**src/rtl/atomic_counter_reader.sv**
```systemverilog
// atomic_counter_reader
// Initiator side of the atomic 64-bit counter read interface. One read
// command becomes two responder requests: an atomic one that returns the
// low word and freezes the high word in the responder, then a plain one
// that returns the frozen high word. The two words are presented together
// on a valid/ready result port, or as an error if an ack never arrives.

module atomic_counter_reader #(
    parameter int DATA_W      = 32,
    parameter int ACK_TIMEOUT = 15
) (
    input  logic                  clk,
    input  logic                  reset_n,
    input  logic                  rd_req_i,
    output logic                  rd_busy_o,
    output logic                  rd_valid_o,
    input  logic                  rd_ready_i,
    output logic [2*DATA_W-1:0]   rd_data_o,
    output logic                  rd_err_o,
    output logic                  req_o,
    output logic                  atomic_o,
    input  logic                  ack_i,
    input  logic [DATA_W-1:0]     count_i
);

    // Timer holds 0..ACK_TIMEOUT-1; width sized for ACK_TIMEOUT+1 values.
    localparam int TMR_W = (ACK_TIMEOUT < 1) ? 1 : $clog2(ACK_TIMEOUT + 1);
    localparam logic [TMR_W-1:0] TMR_LAST = TMR_W'(ACK_TIMEOUT - 1);

    typedef enum logic [2:0] {
        ST_IDLE    = 3'd0,
        ST_REQ_LO  = 3'd1,
        ST_WAIT_LO = 3'd2,
        ST_REQ_HI  = 3'd3,
        ST_WAIT_HI = 3'd4,
        ST_DONE    = 3'd5
    } state_t;

    state_t                 state_r;
    logic [TMR_W-1:0]       timer_r;
    logic [DATA_W-1:0]      lo_r;
    logic [2*DATA_W-1:0]    data_r;
    logic                   err_r;
    logic                   valid_r;
    logic                   busy_r;
    logic                   req_r;
    logic                   atomic_r;
    logic                   timer_last_s;

    // Flag the last permitted wait cycle of the current phase.
    always_comb begin
        timer_last_s = 1'b0;
        if (timer_r == TMR_LAST) begin
            timer_last_s = 1'b1;
        end else begin
            timer_last_s = 1'b0;
        end
    end

    // Read sequencer: every output is a register updated together with the
    // state it belongs to, so nothing combinational reaches a port.
    always_ff @(posedge clk or negedge reset_n) begin
        if (!reset_n) begin
            state_r  <= ST_IDLE;
            timer_r  <= '0;
            lo_r     <= '0;
            data_r   <= '0;
            err_r    <= 1'b0;
            valid_r  <= 1'b0;
            busy_r   <= 1'b0;
            req_r    <= 1'b0;
            atomic_r <= 1'b0;
        end else begin
            case (state_r)
                ST_IDLE: begin
                    // Requests are only looked at here; anything raised
                    // while busy or in DONE is simply never seen.
                    if (rd_req_i) begin
                        state_r  <= ST_REQ_LO;
                        busy_r   <= 1'b1;
                        req_r    <= 1'b1;
                        atomic_r <= 1'b1;
                    end else begin
                        state_r  <= ST_IDLE;
                    end
                end

                ST_REQ_LO: begin
                    req_r    <= 1'b0;
                    atomic_r <= 1'b0;
                    timer_r  <= '0;
                    state_r  <= ST_WAIT_LO;
                end

                ST_WAIT_LO: begin
                    // Ack is tested before the limit so a last-cycle ack wins.
                    if (ack_i) begin
                        lo_r     <= count_i;
                        req_r    <= 1'b1;
                        atomic_r <= 1'b0;
                        state_r  <= ST_REQ_HI;
                    end else if (timer_last_s) begin
                        // No low word: skip the high phase entirely.
                        data_r   <= '0;
                        err_r    <= 1'b1;
                        valid_r  <= 1'b1;
                        state_r  <= ST_DONE;
                    end else begin
                        timer_r  <= timer_r + TMR_W'(1);
                    end
                end

                ST_REQ_HI: begin
                    req_r    <= 1'b0;
                    atomic_r <= 1'b0;
                    timer_r  <= '0;
                    state_r  <= ST_WAIT_HI;
                end

                ST_WAIT_HI: begin
                    if (ack_i) begin
                        data_r   <= {count_i, lo_r};
                        err_r    <= 1'b0;
                        valid_r  <= 1'b1;
                        state_r  <= ST_DONE;
                    end else if (timer_last_s) begin
                        data_r   <= '0;
                        err_r    <= 1'b1;
                        valid_r  <= 1'b1;
                        state_r  <= ST_DONE;
                    end else begin
                        timer_r  <= timer_r + TMR_W'(1);
                    end
                end

                ST_DONE: begin
                    // Result held until accepted; IDLE is always visited
                    // for one cycle before a new request can be taken.
                    if (rd_ready_i) begin
                        valid_r  <= 1'b0;
                        busy_r   <= 1'b0;
                        state_r  <= ST_IDLE;
                    end else begin
                        state_r  <= ST_DONE;
                    end
                end

                default: begin
                    state_r  <= ST_IDLE;
                    timer_r  <= '0;
                    valid_r  <= 1'b0;
                    busy_r   <= 1'b0;
                    req_r    <= 1'b0;
                    atomic_r <= 1'b0;
                    err_r    <= 1'b0;
                    data_r   <= '0;
                end
            endcase
        end
    end

    assign rd_busy_o  = busy_r;
    assign rd_valid_o = valid_r;
    assign rd_data_o  = data_r;
    assign rd_err_o   = err_r;
    assign req_o      = req_r;
    assign atomic_o   = atomic_r;

endmodule

```
**config.mk**
```make
export PLATFORM = sky130hd
export DESIGN_NAME = atomic_counter_reader
export DESIGN_NICKNAME = d
export VERILOG_FILES = /design/src/rtl/atomic_counter_reader.sv
export SDC_FILE = /design/constraint.sdc
export NUM_CORES = 1
export LEC_CHECK = 0
export CAP_MARGIN = 20
export CELL_PAD_IN_SITES_DETAIL_PLACEMENT = 1
export CELL_PAD_IN_SITES_GLOBAL_PLACEMENT = 1
export CORE_MARGIN = 3
export CORE_UTILIZATION = 36
export CTS_CLUSTER_SIZE = 14
export DETAILED_ROUTE_END_ITERATION = 6
export PLACE_DENSITY = 0.88
export SLEW_MARGIN = 20
export SYNTH_ARGS = -nofsm -noshare
export SYNTH_HDL_FRONTEND = slang
export SYNTH_SLANG_ARGS = --single-unit
```
**constraint.sdc**
```tcl
create_clock -name clk -period 1.65 [get_ports clk]
set_input_delay 0.495 -clock clk [delete_from_list [all_inputs] [get_ports clk]]
set_output_delay 0.495 -clock clk [all_outputs]
set_load 0.01 [all_outputs]
```
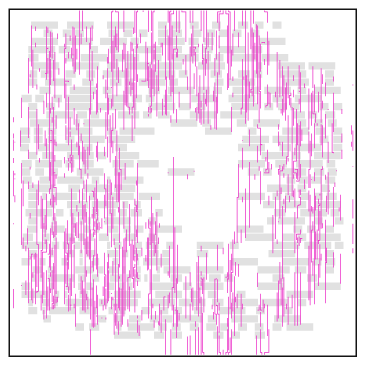
(images/met2.png)
Drawn at 3 px/um. Cells faint in the background.
nets with wire on the layer = 462
wire length on this layer = 5780 um
main direction = vertical

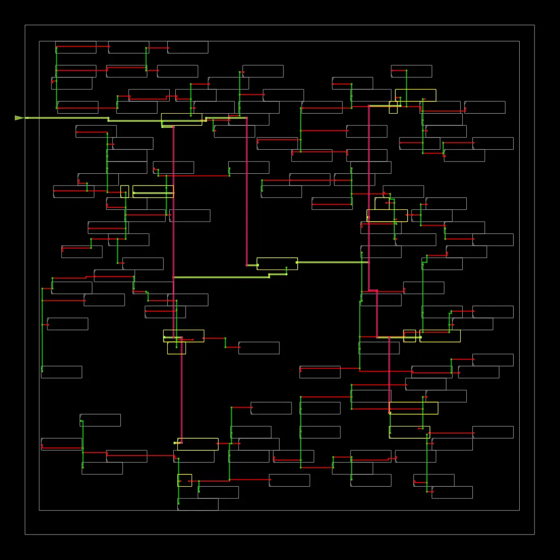
(images/final_clocks.png)
Sink Count: 108
Layout clock buffers: 9
clk pwr: 2.18 mW
number of CTS-inserted buffers: 9
number of flip-flops and latches: 108

==> results.md <==
| Group | Result | Value |
| --- | --- | --- |
| outcome | Result of the run | finished with violations |
| outcome | Violated checks | negative setup slack |
| layout | Share of post-route cells with drive strength above 1 | 16.25% |
| clock tree | CTS Buffer Depth | 2 |
| routing | Met3 WL post-DR | 444 um |
| layout | Combinational Gates | 173 |
| clock tree | Insertion delay of the later-clocked pin in the worst-skew pair | 350 ps |
| clock tree | Clock edge transition at the registers on the reported setup and hold paths | 70 ps |
| min path | Hold crit path type | in2async |
| sta | Hold Slack | 50.02 ps |
| routing | Met2 routed wirelength | 5775 um |
| sta | Count of endpoints failing setup in the final report | 21 |
| floorplanning | Die Size | 13270 um^2 |
| logic synthesis | Count of different cell masters after synthesis | 41 |
| logic synthesis | Number of flip-flops and latches in the synthesized netlist | 108 |
| worst setup path | Required time worst endpoint | 1870 ps |
| worst setup path | Type of origin of the critical path | flip-flop |
| logic synthesis | Count of library flops with an enable pin | 0 |
| placed design | PortBufs | 105 |
| worst setup path | Type of the setup path with the least slack | reg2reg |
| sta | F_max | 597.0 MHz |
| layout | Fraction of area in registers | 44.44% |
| layout | Non-clock buffering overhead | 22.82% |
| worst setup path | Crit path cell chain | inv_2, ha_4, nand3_4, nor3_4, a211oi_4, buf_6, buf_12, a22o_1 |
| power | Lkg Pwr | 2.949 nW |
| layout | Final instance area | 6081 um^2 |
| logic synthesis | Async S/R FF share, synth | 100.0% |
| global routing | Met2 global-route usage | 29.21% |
| global routing | Routing usage on met3 | 3.579% |
| clock tree | Quantity of hold-fixing buffers added after cts | 0 |
| floorplanning | Floorplan die height | 115.2 um |
| routing | Number of iterations in the first detailed-routing pass | 4 |
| logic synthesis | Dominant register cell in the synthesized netlist | sky130_fd_sc_hd__dfrtp_1 |
| worst setup path | Arrival time worst endpoint | 1900 ps |
| routing | DRC | 0 |
| floorplanning | Horizontal die size | 115.2 um |
| layout | Final-layout clock-cell area share | 4.959% |
| sta | Final setup skew | 7.250 ps |
| sta | Measured slew at the worst slew-check pin | 414.5 ps |
| layout | Count of buffers not belonging to the clock network in the layout | 141 |
| worst setup path | CP max FO | 17 |
| global routing | GRT Total Usage | 18.19% |
| flow run | OpenROAD warning count | 30 |
| global routing | Routing usage on met1 | 23.71% |
| sta | RSZ-0062 raised after global routing | yes |
| routing | Antenna violation net count after detailed routing | 0 |
| worst setup path | Element type at the critical path end | flip-flop |
| layout | Largest contributor to cell area by class | sequential cells |
| logic synthesis | Yosys chip area | 4292 um^2 |
| layout | Leading cell types in the layout, fill and taps excluded | sky130_fd_sc_hd__dfrtp_1 (108), sky130_fd_sc_hd__dlygate4sd2_1 (70), sky130_fd_sc_hd__a22o_1 (64) |
| worst setup path | Buffers plus inverters on the worst setup path | 3 |
| layout | Filler-free cell count of the finished design | 586 |
| floorplanning | Tapcells | 143 |
| routing | Vias per Instance | 5.352 |
| routing | Wire length the detailed router placed on met1 | 4834 um |
| power | Max rail drop VDD | 0.7435 mV |
| global routing | Total global routing overflow | 0 |
| worst setup path | Cell family contributing the most delay on the critical path | flip-flops |
| layout | Commonest non-fill, non-tap cell in the layout | sky130_fd_sc_hd__dfrtp_1 |
| clock tree | Root buffer selected by CTS | sky130_fd_sc_hd__clkbuf_16 |
| logic synthesis | Cell count in the Yosys report | 309 |
| worst setup path | CP startpoint | timer_r[0]$_DFFE_PN0P_ |
| layout | Signed area change from the synthesized netlist to the final layout | 41.69% |
| global routing | Largest net degree at the start of global routing | 45 |
| floorplanning | Std-Cell Core Area | 11520 um^2 |
| worst setup path | Slowest cell delay on critical path | 400 ps |
| routing | Routed wirelength normalized by instance count | 19.45 um |
| floorplanning | Fraction of the core area occupied by cells at floorplan | 37.27% |
| layout | Layout fillers | 1186 |
| sta | Post-route minimum period | 1675 ps |
| layout | Fraction of area in multi-input gates | 24.53% |
| layout | Sequential cell area in the final layout | 2703 um^2 |
| logic synthesis | Mapped Cells | 309 |
| global routing | Vias in the first global route | 3477 |
| sta | Fin crit share | 101.5% |
| placed design | Post-detailed-placement half-perimeter wirelength | 7680 um |
| clock tree | CTS HTree Levels | 3 |
| flow run | Total of max-cap violations | 0 |
| global routing | Busiest metal layer after global routing | met2 |
| sta | Setup TNS after final layout | -124.4 ps |
| global routing | Number of antenna violations at the first check in global routing | 0 |
| floorplanning | Cell row count | 39 |
| clock tree | CTS tree | yes |
| routing | Highest metal layer with signal wires | met4 |
| layout | Utilization after layout | 52.80% |
| placed design | Cells after DPL | 562 |
| layout | Layout net count | 477 |
| worst setup path | R2R Path Start | timer_r[0]$_DFFE_PN0P_ |
| routing | Routed vias | 3136 |
| clock tree | Post-cts resize count | 76 |
| layout | Combinational cell area excluding buffers and inverters | 1491 um^2 |
| sta | Fin worst setup slack | -24.95 ps |
| layout | Inverters, non-clock | 5 |
| power | Power density cells | 1818 nW/um^2 |
| layout | Number of antenna cells inserted | 0 |
| global routing | First-pass GRT wire length | 18760 um |
| routing | WL final | 11400 um |
| placed design | Placed cell areas | 5712 um^2 |
| floorplanning | Top-level port count | 106 |
| power | Total design power | 11.06 mW |
| sta | Number of pins exceeding their max-slew limit in the final report | 0 |
| logic synthesis | Syn avg cell area | 13.89 um^2 |
| logic synthesis | Mapped Area | 4292 um^2 |
| sta | Final count of hold timing violations | 0 |
| placed design | Worst setup timing slack at the placement stage | -507.1 ps |
| clock tree | Post-CTS setup-driven buffer insertion count | 6 |
| sta | Max-slew headroom at the worst pin | 72.28% |
| placed design | Final weighted congestion of routability-driven global placement | 0.8125 |
| routing | Iter 0 DRT Violations | 158 |
| logic synthesis | Count of synthesis-stage warnings from yosys | 0 |
| logic synthesis | Fraction of the yosys area taken by sequential cells | 62.97% |
| logic synthesis | Nets in the synthesized netlist | 348 |
| worst setup path | Critical-path top delay cell | sky130_fd_sc_hd__dfrtp_1 |
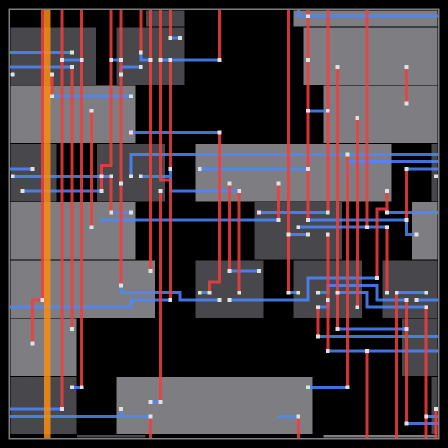
(images/zoom.png)
Window x 76 to 96, y 76 to 96 um. Cells in grey, sequential cells in the stronger grey; small squares are vias.
met4 -> orange
met1 -> blue
met2 -> red
sequential cells in the window = 7
cells with their middle in the window = 16
netlist names of flops here include = `rd_data_o` (4), `lo_r` (3)
most frequent = dfrtp_1 (7), a22o_1 (5), mux2_1 (3)

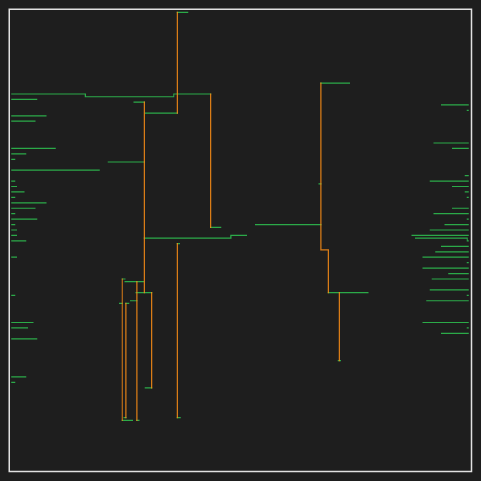
(images/metal_stack.png)
Drawn at 4 px/um. Two of the layers only.
met3 -> green  # wire length 445 um
met4 -> orange  # wire length 343 um

## power by group
group | internal (mW) | switching (mW) | total [mW] | leakage (nW)
Combinational | 2.35 | 2.09 | 4.44 | 1.41
Clock | 1.19 | 0.997 | 2.18 | 0.147
Sequential | 3.77 | 0.670 | 4.44 | 1.39
## logic make-up after synthesis
group | Yosys count | synth area share [%]
XOR/XNOR | 2 | 0.4082
buffers and inverters | 28 | 4.052
multiplexers | 34 | 8.863
adder cells (fa/ha/maj) | 2 | 0.5830
AND-OR/OR-AND | 99 | 18.83
AND/OR/NAND/NOR | 36 | 4.286
flip-flops | 108 | 62.97
## Yosys cell counts, drive strengths merged (2+ instances only)
cell    instances  area [um^2]
nand3           3        20.02
nor3            6        35.03
a22o           64        560.5
nor2b           3        18.77
a22oi           2        15.01
o21bai          3        22.52
ha              2        25.02
mux2           32        360.3
dfrtp         108         2703
o32ai           2        17.52
mux2i           2        20.02
a21oi           6        30.03
nand2b          6        40.04
buf            21        147.6
inv             5        18.76
a211oi          4        42.54
nor2            9        33.78
nand2           8        30.03
o21ai           9        45.04
clkbuf          2        7.510
## worst paths after layout
check / endpoint / slack (ps) / cells past startpoint
max: rd_data_o[55]$_DFFE_PN0P_ / -20 / 8
min: lo_r[28]$_DFFE_PN0P_ / 50 / 1
max reg2reg: rd_data_o[55]$_DFFE_PN0P_ / -20 / 8
min reg2reg: rd_data_o[21]$_DFFE_PN0P_ / 490 / 1
max in group asynchronous: rd_data_o[51]$_DFFE_PN0P_ / 1040 / 2
min in group clk: rd_data_o[21]$_DFFE_PN0P_ / 490 / 1
## state kept, by name, indices dropped and copies added, names as in the netlist, 3 cells and up
signal     flops
rd_data_o     64
lo_r          32
timer_r        4
state_r        3
Power and IR drop assume default switching activity.
